--- src/rtl/mod_updown_counter.sv ---
// Generic up/down counter: programmable modulus, wrap or saturate, clear, load, TC and Ovf flags.
// Define COUNTER_PRESCALE_EN to step only once every PRESCALE qualified count cycles.
module mod_updown_counter #(
  parameter int unsigned      WIDTH    = 8,
  parameter logic [WIDTH-1:0] MAX_VAL  = {WIDTH{1'b1}},
  parameter bit               SATURATE = 1'b0,
  parameter int unsigned      PRESCALE = 4
) (
  input  logic             CLK,
  input  logic             Reset,
  input  logic             Clear,
  input  logic             Load,
  input  logic             count,
  input  logic             Up,
  input  logic [WIDTH-1:0] Count_in,
  output logic [WIDTH-1:0] Count_out,
  output logic             TC,
  output logic             Ovf
);

  logic [WIDTH-1:0] r_count;
  logic             r_ovf;
  logic [WIDTH-1:0] w_countNext;
  logic             w_ovfNext;
  logic             w_step;
  logic [WIDTH:0]   w_inc;
  logic [WIDTH:0]   w_dec;

  assign w_inc = {1'b0, r_count} + (WIDTH+1)'(1);
  assign w_dec = {1'b0, r_count} - (WIDTH+1)'(1);

  assign TC        = Up ? (r_count == MAX_VAL) : (r_count == '0);
  assign Count_out = r_count;
  assign Ovf       = r_ovf;

`ifdef COUNTER_PRESCALE_EN
  localparam int unsigned     PS_W    = (PRESCALE > 1) ? $clog2(PRESCALE) : 1;
  localparam logic [PS_W-1:0] PS_LAST = PS_W'(PRESCALE - 1);

  logic [PS_W-1:0] r_presc;
  logic [PS_W-1:0] w_prescNext;

  assign w_step = count && (r_presc == PS_LAST);

  always_comb begin
    w_prescNext = r_presc;
    if (Clear || Load) begin
      w_prescNext = '0;
    end else if (count) begin
      w_prescNext = w_step ? '0 : r_presc + 1'b1;
    end
  end

  always_ff @(posedge CLK or negedge Reset) begin
    if (!Reset) begin
      r_presc <= '0;
    end else begin
      r_presc <= w_prescNext;
    end
  end
`else
  // PRESCALE has no effect here; the guard only rejects a meaningless zero setting.
  assign w_step = count && (PRESCALE >= 1);
`endif

  always_comb begin
    w_countNext = r_count;
    w_ovfNext   = 1'b0;
    if (Clear) begin
      w_countNext = '0;
    end else if (Load) begin
      w_countNext = (Count_in > MAX_VAL) ? MAX_VAL : Count_in;
    end else if (w_step) begin
      if (TC) begin
        w_ovfNext = 1'b1;
        if (!SATURATE) begin
          w_countNext = Up ? '0 : MAX_VAL;
        end
      end else begin
        w_countNext = Up ? w_inc[WIDTH-1:0] : w_dec[WIDTH-1:0];
      end
    end
  end

  always_ff @(posedge CLK or negedge Reset) begin
    if (!Reset) begin
      r_count <= '0;
      r_ovf   <= 1'b0;
    end else begin
      r_count <= w_countNext;
      r_ovf   <= w_ovfNext;
    end
  end

endmodule

--- config.mk ---
export PLATFORM = sky130hd
export DESIGN_NAME = mod_updown_counter
export DESIGN_NICKNAME = d
export VERILOG_FILES = /design/src/rtl/mod_updown_counter.sv
export SDC_FILE = /design/constraint.sdc
export NUM_CORES = 1
export LEC_CHECK = 0
export CELL_PAD_IN_SITES_DETAIL_PLACEMENT = 0
export CELL_PAD_IN_SITES_GLOBAL_PLACEMENT = 1
export CORE_UTILIZATION = 38
export CTS_BUF_LIST = sky130_fd_sc_hd__clkbuf_4 sky130_fd_sc_hd__clkbuf_8
export DETAILED_ROUTE_END_ITERATION = 6
export PLACE_DENSITY_LB_ADDON = 0.2
export SLEW_MARGIN = 20
export SYNTH_ARGS = -nofsm -noshare
export SYNTH_HDL_FRONTEND = slang
export SYNTH_SLANG_ARGS = --single-unit
--- constraint.sdc ---
create_clock -name CLK -period 3.41 [get_ports CLK]
set_input_delay 0.341 -clock CLK [delete_from_list [all_inputs] [get_ports CLK]]
set_output_delay 0.341 -clock CLK [all_outputs]
set_load 0.03 [all_outputs]
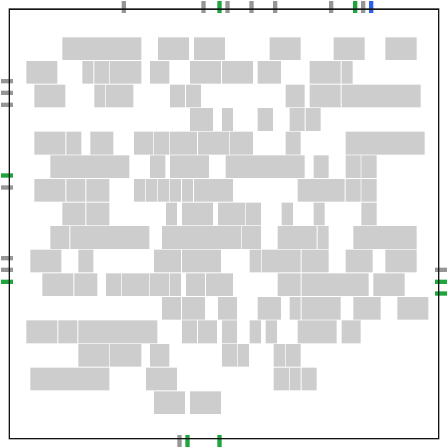
(run_1/pinout.png)
Pins as bars across the die edge, other pins in grey.
Count_out -> green  # pins 8, direction output, edge 2 top, 2 right, 2 bottom, 2 left
Reset -> blue  # pins 1, direction input, edge top
all pins by edge = 10 top, 8 left, 3 bottom, 3 right
chip height: 49.35 um
width of the die: 49.35 um
count of port buffers added during placement: 23

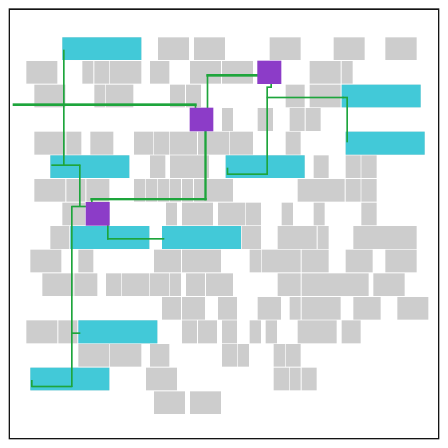
(run_1/clock_wires.png)
clock-net drivers -> purple  # count 3
flip-flops -> cyan  # count 9
clock wires -> green  # length 150 um
routed clock nets = 4

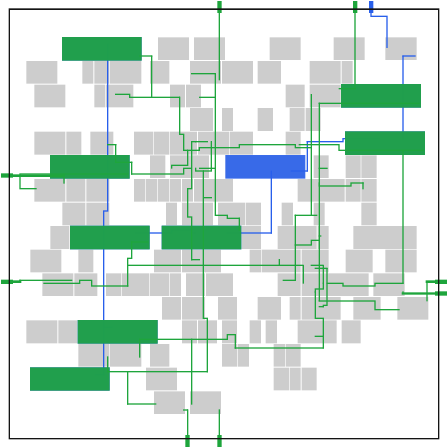
(run_1/port_trees.png)
Count_out -> green  # direction output, end cells 8, buffers 8, wire 424 um
Reset -> blue  # direction input, end cells 9, buffers 1, wire 90.8 um

==> run 1: metal layers <==
metal  GRT usage [%]  routed length [um]  vias up
met5               0                   0        -
met4           4.412                   9        0
met3           5.607                  81        2
met2           32.19                1053       19
met1           26.48                1045      419
li1                -                   -      426
==> run 1: cells in the final DEF, fill, tap and decap left out, types with 4 or more instances in the layout <==
cell / instances
xor2_1: 4
nor3_1: 7
nand2_1: 6
o21ai_0: 4
ha_1: 6
clkdlybuf4s50_1: 23
inv_1: 4
dfrtp_1: 9
a21oi_1: 11
nor2_1: 11
==> run 1: state kept, by name, summed over array words and instances, names as in the netlist <==
register,count
Count_out,8
Ovf,1
==> run 1: critical path, cell delays in order <==
cell and delay (ps):
clkdlybuf4s50_1 640, and4_1 310, nand3_1 190, nand2_1 110
clkdlybuf4s50_1 670
==> run 1: final cells by class <==
| type | instances | area share (%) |
|---|---|---|
| inverters | 4 | 1.333 |
| flip-flops and latches | 9 | 20.00 |
| clock inverters | 1 | 0.4444 |
| repair buffers | 23 | 20.44 |
| well taps | 27 | 3.000 |
| multi-input cells | 86 | 52.78 |
| clock buffers | 3 | 2.000 |
==> run 1: worst max path at each step <==
stage	to	start	slack [ps]
detailed placement	Count_out[7]	Up	750
floorplan	Count_out[7]	Count_out[1]	1490
CTS	TC	Up	830
global placement	Count_out[7]	Up	830
global route	TC	Count_out[0]	690
finish	TC	Up	810
==> run 1: logic make-up (layout without fill, tap and decap cells) <==
group | after synthesis | in the layout | synth area share (%)
multiplexers | 1 | 1 | 1.175
adder cells (fa/ha/maj) | 7 | 7 | 11.16
AND-OR/OR-AND | 30 | 30 | 23.05
XOR/XNOR | 5 | 5 | 5.139
buffers and inverters | 8 | 31 | 3.818
AND/OR/NAND/NOR | 43 | 43 | 29.22
flip-flops | 9 | 9 | 26.43
==> impl_metrics.py, run 1 <==
# Metrics from the implementation run
metrics = {
    "cells_and_area": {
        "net_total_in_the_final_layout": 148,
        "layout-area-overhead-vs-synth_pct": 32.16,
        "final_core_util_pct": 55.15,
        "mi_logic_area_um2": 594.3,
        "layout.area.seq_um2": 225.2,
        "total_inserted_antenna_cells": 0,
    },
    "run": {
        "openroad_warnings": 26,
    },
    "synthesis": {
        "mappedNetlistArea_um2": 852.1,
        "synthesized_instance_count": 103,
        "ys_chip_area_um2": 852.1,
        "syn_nets": 124,
        "count_of_library_flops_with_an_enable_pin": 0,
        "synth-async-reset-ratio_pct": 100.0,
        "library_cell_with_the_largest_summed_area_after_synthesis": "dfrtp_1",
        "top_cell_types_by_occurrence_after_synthesis": "a21oi_1 (11), nor2_1 (11), dfrtp_1 (9)",
        "yosys.stat.seqShare_pct": 26.43,
        "area_leaders": "dfrtp_1 (26%), ha_1 (8.8%), a21oi_1 (6.5%)",
    },
    "routing": {
        "route.detailed.wl_per_inst_um": 14.31,
        "initialDrtViolationCount": 22,
        "ant_nets": 0,
        "route.detailed.drc": 0,
    },
    "cts": {
        "clkSlewWorstSetupHoldPaths_ps": 70,
        "clockRootBuffer": "clkbuf_4",
        "postCtsSetupRepairBufs": 0,
        "htreeDepth": 1,
    },
    "place": {
        "finalWeightedCongestion": 0.8011,
        "post-dp-hpwl_um": 1766,
    },
    "worst_setup_path": {
        "crit-reg2reg-capture": "Count_out[4]",
        "worst_ep_arrival_time_ps": 2260,
        "timing.critical_path.fanout_max": 5,
        "crit_path_start_kind": "primary input",
        "cp_data_required_time_ps": 3070,
    },
    "status": {
        "outcome": "completed",
    },
    "power": {
        "p_total_mw": 0.3960,
        "part_of_the_power_in_combinational_logic_pct": 44.1,
        "total_leakage_power_nw": 0.4617,
    },
    "global_route": {
        "grt_pass1_wl_um": 3670,
        "overall_fraction_of_global_route_tracks_in_use_pct": 20.07,
    },
    "sta": {
        "timing.max_slew.rel_slack_pct": 57.08,
    },
}
==> run_1/layers.png <==
Scale bar: 10 um.
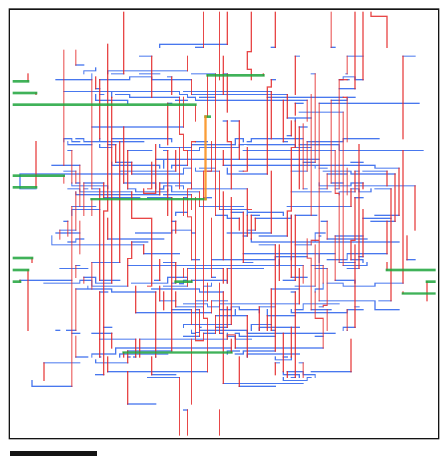

==> run 2: changes to the inputs <==
--- a/config.mk
+++ b/config.mk
@@ -7,7 +7,7 @@
 export LEC_CHECK = 0
 export CELL_PAD_IN_SITES_DETAIL_PLACEMENT = 0
 export CELL_PAD_IN_SITES_GLOBAL_PLACEMENT = 1
-export CORE_UTILIZATION = 38
+export CORE_UTILIZATION = 35
 export CTS_BUF_LIST = sky130_fd_sc_hd__clkbuf_4 sky130_fd_sc_hd__clkbuf_8
 export DETAILED_ROUTE_END_ITERATION = 6
 export PLACE_DENSITY_LB_ADDON = 0.2
==> constraint.sdc (replaced) <==
create_clock -name CLK -period 2.48 [get_ports CLK]
set_input_delay 0.248 -clock CLK [delete_from_list [all_inputs] [get_ports CLK]]
set_output_delay 0.248 -clock CLK [all_outputs]
set_load 0.03 [all_outputs]
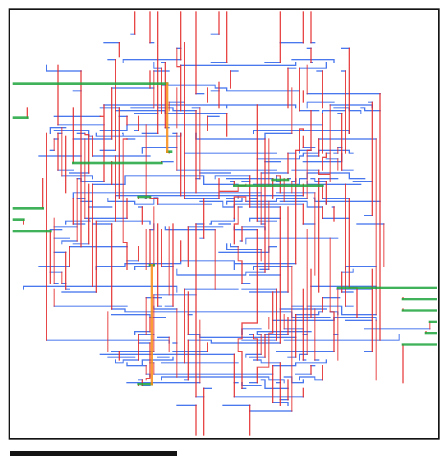
(run_2/layers.png)
Scale bar: 20 um.
M1 -> blue  # wire length 1,110 um
M4 -> orange  # wire length 22.4 um
M3 -> green  # wire length 80.7 um
M2 -> red  # wire length 1,120 um
overall fraction of global-route tracks in use: 20.69%
total detailed-routing wirelength: 2331 um
WL per Instance: 14.75 um
total via count in the routed design: 866

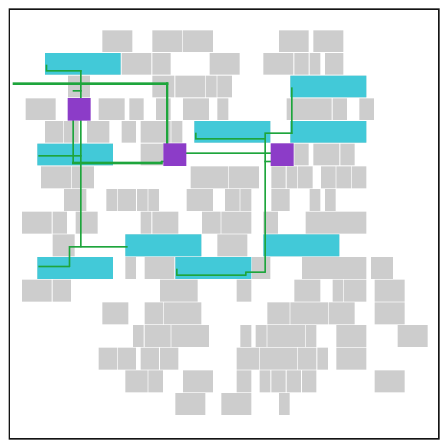
(run_2/clock_wires.png)
clock-net drivers -> purple  # count 3
clock wires -> green  # length 149 um
flip-flops -> cyan  # count 9
routed clock nets = 4
skew final: 3.039 ps
clock group power: 0.128 mW
Skew-Pair Late Insertion Delay: 260 ps
share of total power in the clock network: 22.9%

==> impl_metrics.py, run 2 <==
# Metrics from the implementation run
metrics = {
    "routing": {
        "wirelength_met1_um": 1111,
        "ant_nets": 0,
        "dr.max_layer_used": "met4",
        "wl_met2_um": 1116,
        "route.detailed.drc": 0,
    },
    "power": {
        "p_total_mw": 0.5594,
    },
    "cells_and_area": {
        "net_total_in_the_final_layout": 152,
        "largest_reg_flops": 8,
        "total_inserted_antenna_cells": 0,
        "top_logic_cell_by_instance_count_in_the_layout": "clkdlybuf4s50_1",
        "layout.cells.most_common_list": "clkdlybuf4s50_1 (23), a21oi_1 (11), nor2_1 (11), dfrtp_1 (9), nor3_1 (7)",
    },
    "floorplan": {
        "dieWidth_um": 51.34,
        "fp.dieH_um": 51.34,
    },
    "place": {
        "finalWeightedCongestion": 0.7957,
        "post-dp-hpwl_um": 1858,
    },
    "cts": {
        "postCtsSetupRepairBufs": 0,
        "clockRootBuffer": "clkbuf_4",
        "htreeDepth": 1,
    },
    "global_route": {
        "grt_pass1_wl_um": 3995,
        "groute.layer.met1.usage_pct": 25.50,
        "grt.busiest_layer": "met2",
    },
    "synthesis": {
        "area_leaders": "dfrtp_1 (26%), ha_1 (8.8%), a21oi_1 (6.5%)",
        "syn_nets": 124,
        "count_of_library_flops_with_an_enable_pin": 0,
    },
    "status": {
        "outcome": "completed",
    },
    "worst_setup_path": {
        "cp_data_required_time_ps": 2230,
    },
}
## run 2: cell counts after synthesis
Identical to the previous run, type by type.
## run 2: worst paths after layout
check                               end  slack, ps         start  cells after the start
setup reg to reg           Count_out[4]        520  Count_out[0]                      6
max in group asynchronous  Count_out[7]       1860         Reset                      1
min in group CLK           Count_out[1]        540   Count_in[1]                      3
setup / recovery                     TC        160  Count_out[0]                      4
hold reg to reg            Count_out[4]        650  Count_out[4]                      1
hold / removal             Count_out[1]        300         Reset                      1
## run 2: area by class of cell
cell class              instances  share of cell area [%]
inverters                       4                   1.295
repair buffers                 27                   22.44
multi-input cells              86                   51.24
flip-flops and latches          9                   19.42
well taps                      28                   3.021
clock buffers                   4                   2.589
## run 2: metrics by stage
step	util [%]	std cells	hold slack [ps]	instance area, um2
floorplan	-	103	-47.59	852.1
global placement	50.11	154	598.6	1130
detailed placement	50.11	154	589.2	1130
CTS	51.44	158	302.6	1160
global route	51.44	158	306.6	1160
finish	51.44	158	300.6	1160
## run 2: kinds of logic (layout without fill, tap and decap cells)
| logic type | count (synthesis) | after routing | share of synthesized area, % |
|---|---|---|---|
| muxes | 1 | 1 | 1.175 |
| adders and majority gates | 7 | 7 | 11.16 |
| buffers and inverters | 8 | 35 | 3.818 |
| and+or+nand+nor | 43 | 43 | 29.22 |
| DFF | 9 | 9 | 26.43 |
| AOI/OAI and AO/OA | 30 | 30 | 23.05 |
| xor gates and xnor gates | 5 | 5 | 5.139 |
## run 2: report_power, final
part	switching, mW	leakage (nW)	internal (mW)
sequential	0.0251	0.118	0.160
clock	0.0552	0.0184	0.0731
combinational	0.131	0.345	0.116
total	0.211	0.481	0.348
## run 2: worst max-delay path: stages, from the launching register on
cell and delay [ps]:
dfrtp_1 480, nor4_2 390, nand3_1 170, nand2_1 100
clkdlybuf4s50_1 670
==> run_2/placed.png <==
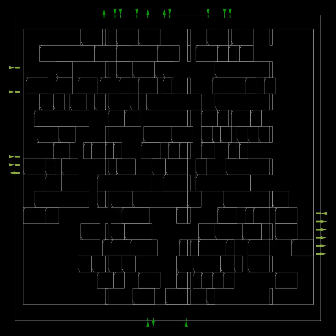

==> run 3: changes to the inputs <==
--- a/config.mk
+++ b/config.mk
@@ -10,7 +10,8 @@
 export CORE_UTILIZATION = 35
 export CTS_BUF_LIST = sky130_fd_sc_hd__clkbuf_4 sky130_fd_sc_hd__clkbuf_8
 export DETAILED_ROUTE_END_ITERATION = 6
-export PLACE_DENSITY_LB_ADDON = 0.2
+export PLACE_DENSITY_LB_ADDON = 0.1
+export SKIP_CTS_REPAIR_TIMING = 1
 export SLEW_MARGIN = 20
 export SYNTH_ARGS = -nofsm -noshare
 export SYNTH_HDL_FRONTEND = slang
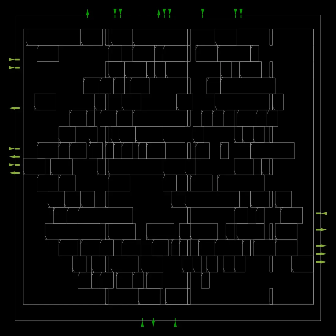
(run_3/placed.png)
registers: 9
final standard cell utilization of the core: 51.78%
non-filler cells, final: 159
tap cell count: 28
fill cell count: 222

==> impl_metrics.py, run 3 <==
# Metrics from the implementation run
metrics = {
    "power": {
        "part_of_the_power_in_combinational_logic_pct": 43.9,
        "power_frac_seq_pct": 32.8,
    },
    "cts": {
        "htreeDepth": 1,
        "clockRootBuffer": "clkbuf_4",
    },
    "synthesis": {
        "ys_chip_area_um2": 852.1,
        "count_of_library_flops_with_an_enable_pin": 0,
        "fa_ha_area_share_pct": 11.16,
        "synth.comb.largest_family": "simple AND/OR/NAND/NOR gates",
        "top_cell_types_by_occurrence_after_synthesis": "a21oi_1 (11), nor2_1 (11), dfrtp_1 (9)",
        "xor_area_share_pct": 5.140,
        "synth-async-reset-ratio_pct": 100.0,
        "synth-simple-area-share_pct": 29.22,
    },
    "sta": {
        "finalHoldWorstSlack_ps": 289.0,
    },
    "cells_and_area": {
        "top_logic_cell_by_instance_count_in_the_layout": "clkdlybuf4s50_1",
        "net_total_in_the_final_layout": 153,
        "layout-area-overhead-vs-synth_pct": 37.00,
        "layout.cells.most_common_list": "clkdlybuf4s50_1 (23), a21oi_1 (11), nor2_1 (11), dfrtp_1 (9), nor3_1 (7)",
    },
    "worst_setup_path": {
        "setup.reg_to_reg.worst_slack_ps": 490,
        "timing.reg2reg.worst_path_depth": 6,
        "path_depth": 4,
        "regToRegStartpoint": "Count_out[0]",
        "crit_path_start_kind": "flip-flop",
        "worstSetupEndpoint": "TC",
        "cp_cell_sequence": "nor4_2 > nand3_1 > nand2_1 > clkdlybuf4s50_1",
        "cp_data_required_time_ps": 2230,
    },
    "place": {
        "finalWeightedCongestion": 0.8619,
    },
    "routing": {
        "route.detailed.wl_per_inst_um": 14.75,
        "dr_total_vias": 886,
        "postRouteWirelength_um": 2346,
    },
    "floorplan": {
        "dieWidth_um": 51.34,
    },
    "status": {
        "outcome": "completed",
    },
    "run": {
        "openroad_warnings": 26,
    },
    "global_route": {
        "overall_fraction_of_global_route_tracks_in_use_pct": 19.99,
        "grt_pass1_wl_um": 3864,
    },
}
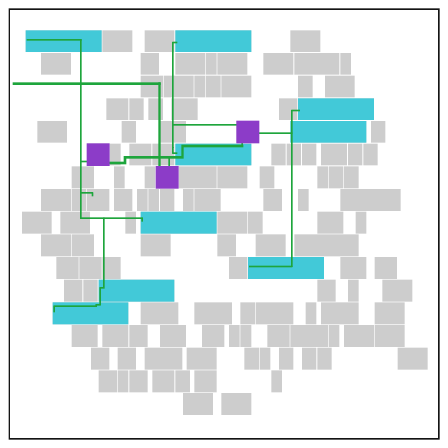
(run_3/clock_wires.png)
clock wires -> green  # length 164 um
clock-net drivers -> purple  # count 3
flip-flops -> cyan  # count 9
routed clock nets = 4
skew final: 3.216 ps
share of total power in the clock network: 23.3%

-- run 3: cell counts after synthesis --
No cell type changed its count.
-- run 3: cell families (layout without fill, tap and decap cells) --
| group | Yosys count | in the layout |
|---|---|---|
| AND-OR/OR-AND | 30 | 30 |
| XOR/XNOR | 5 | 5 |
| adder cells (fa/ha/maj) | 7 | 7 |
| buffers and inverters | 8 | 36 |
| flip-flops | 9 | 9 |
| multiplexers | 1 | 1 |
| AND/OR/NAND/NOR | 43 | 43 |
-- run 3: layer usage --
layer  vias up  global-route usage [%]  share of wire (%)
li1        437                       -                  -
met1       422                   26.73                 48
met2        25                   32.89                 46
met3         2                   4.464                4.9
met4         0                   4.054               0.47
met5         -                       0                  0
-- run 3: worst reg2reg max path, delay by kind of cell, from the launching register on --
kind,cells,cell delay (ps)
AOI/OAI and AO/OA,3,640
adders and majority gates,1,430
buffers and inverters,1,100
DFF,1,510
and+or+nand+nor,1,180
-- run 3: power groups by stage --
stage / logic (mW) / registers (mW) / clock network [mW]
6_report: 0.246 / 0.184 / 0.131
5_1_grt: 0.270 / 0.186 / 0.145
4_1_cts: 0.246 / 0.184 / 0.133
3_5_place_dp: 0.244 / 0.187 / 0
3_3_place_gp: 0.245 / 0.187 / 0
2_1_floorplan: 0.134 / 0.207 / 0
-- run 3: metrics by stage --
stage	setup WS, ps	instances	area [um2]	total power, mW
finish	123.4	159	1167	0.5610
global route	49.09	159	1167	0.6015
CTS	136.6	159	1167	0.5631
detailed placement	144.1	155	1137	0.4310
global placement	196.9	155	1137	0.4313
floorplan	560.8	103	852.1	0.3411
-- run 3: layout make-up --
class                   instances  area, um2  area share [%]
multi-input cells              86      594.3           50.91
repair buffers                 28      267.8           22.94
flip-flops and latches          9      225.2           19.29
well taps                      28      35.03           3.001
clock buffers                   4      30.03           2.572
inverters                       4      15.01           1.286
Power is estimated from default activity; no workload was simulated.
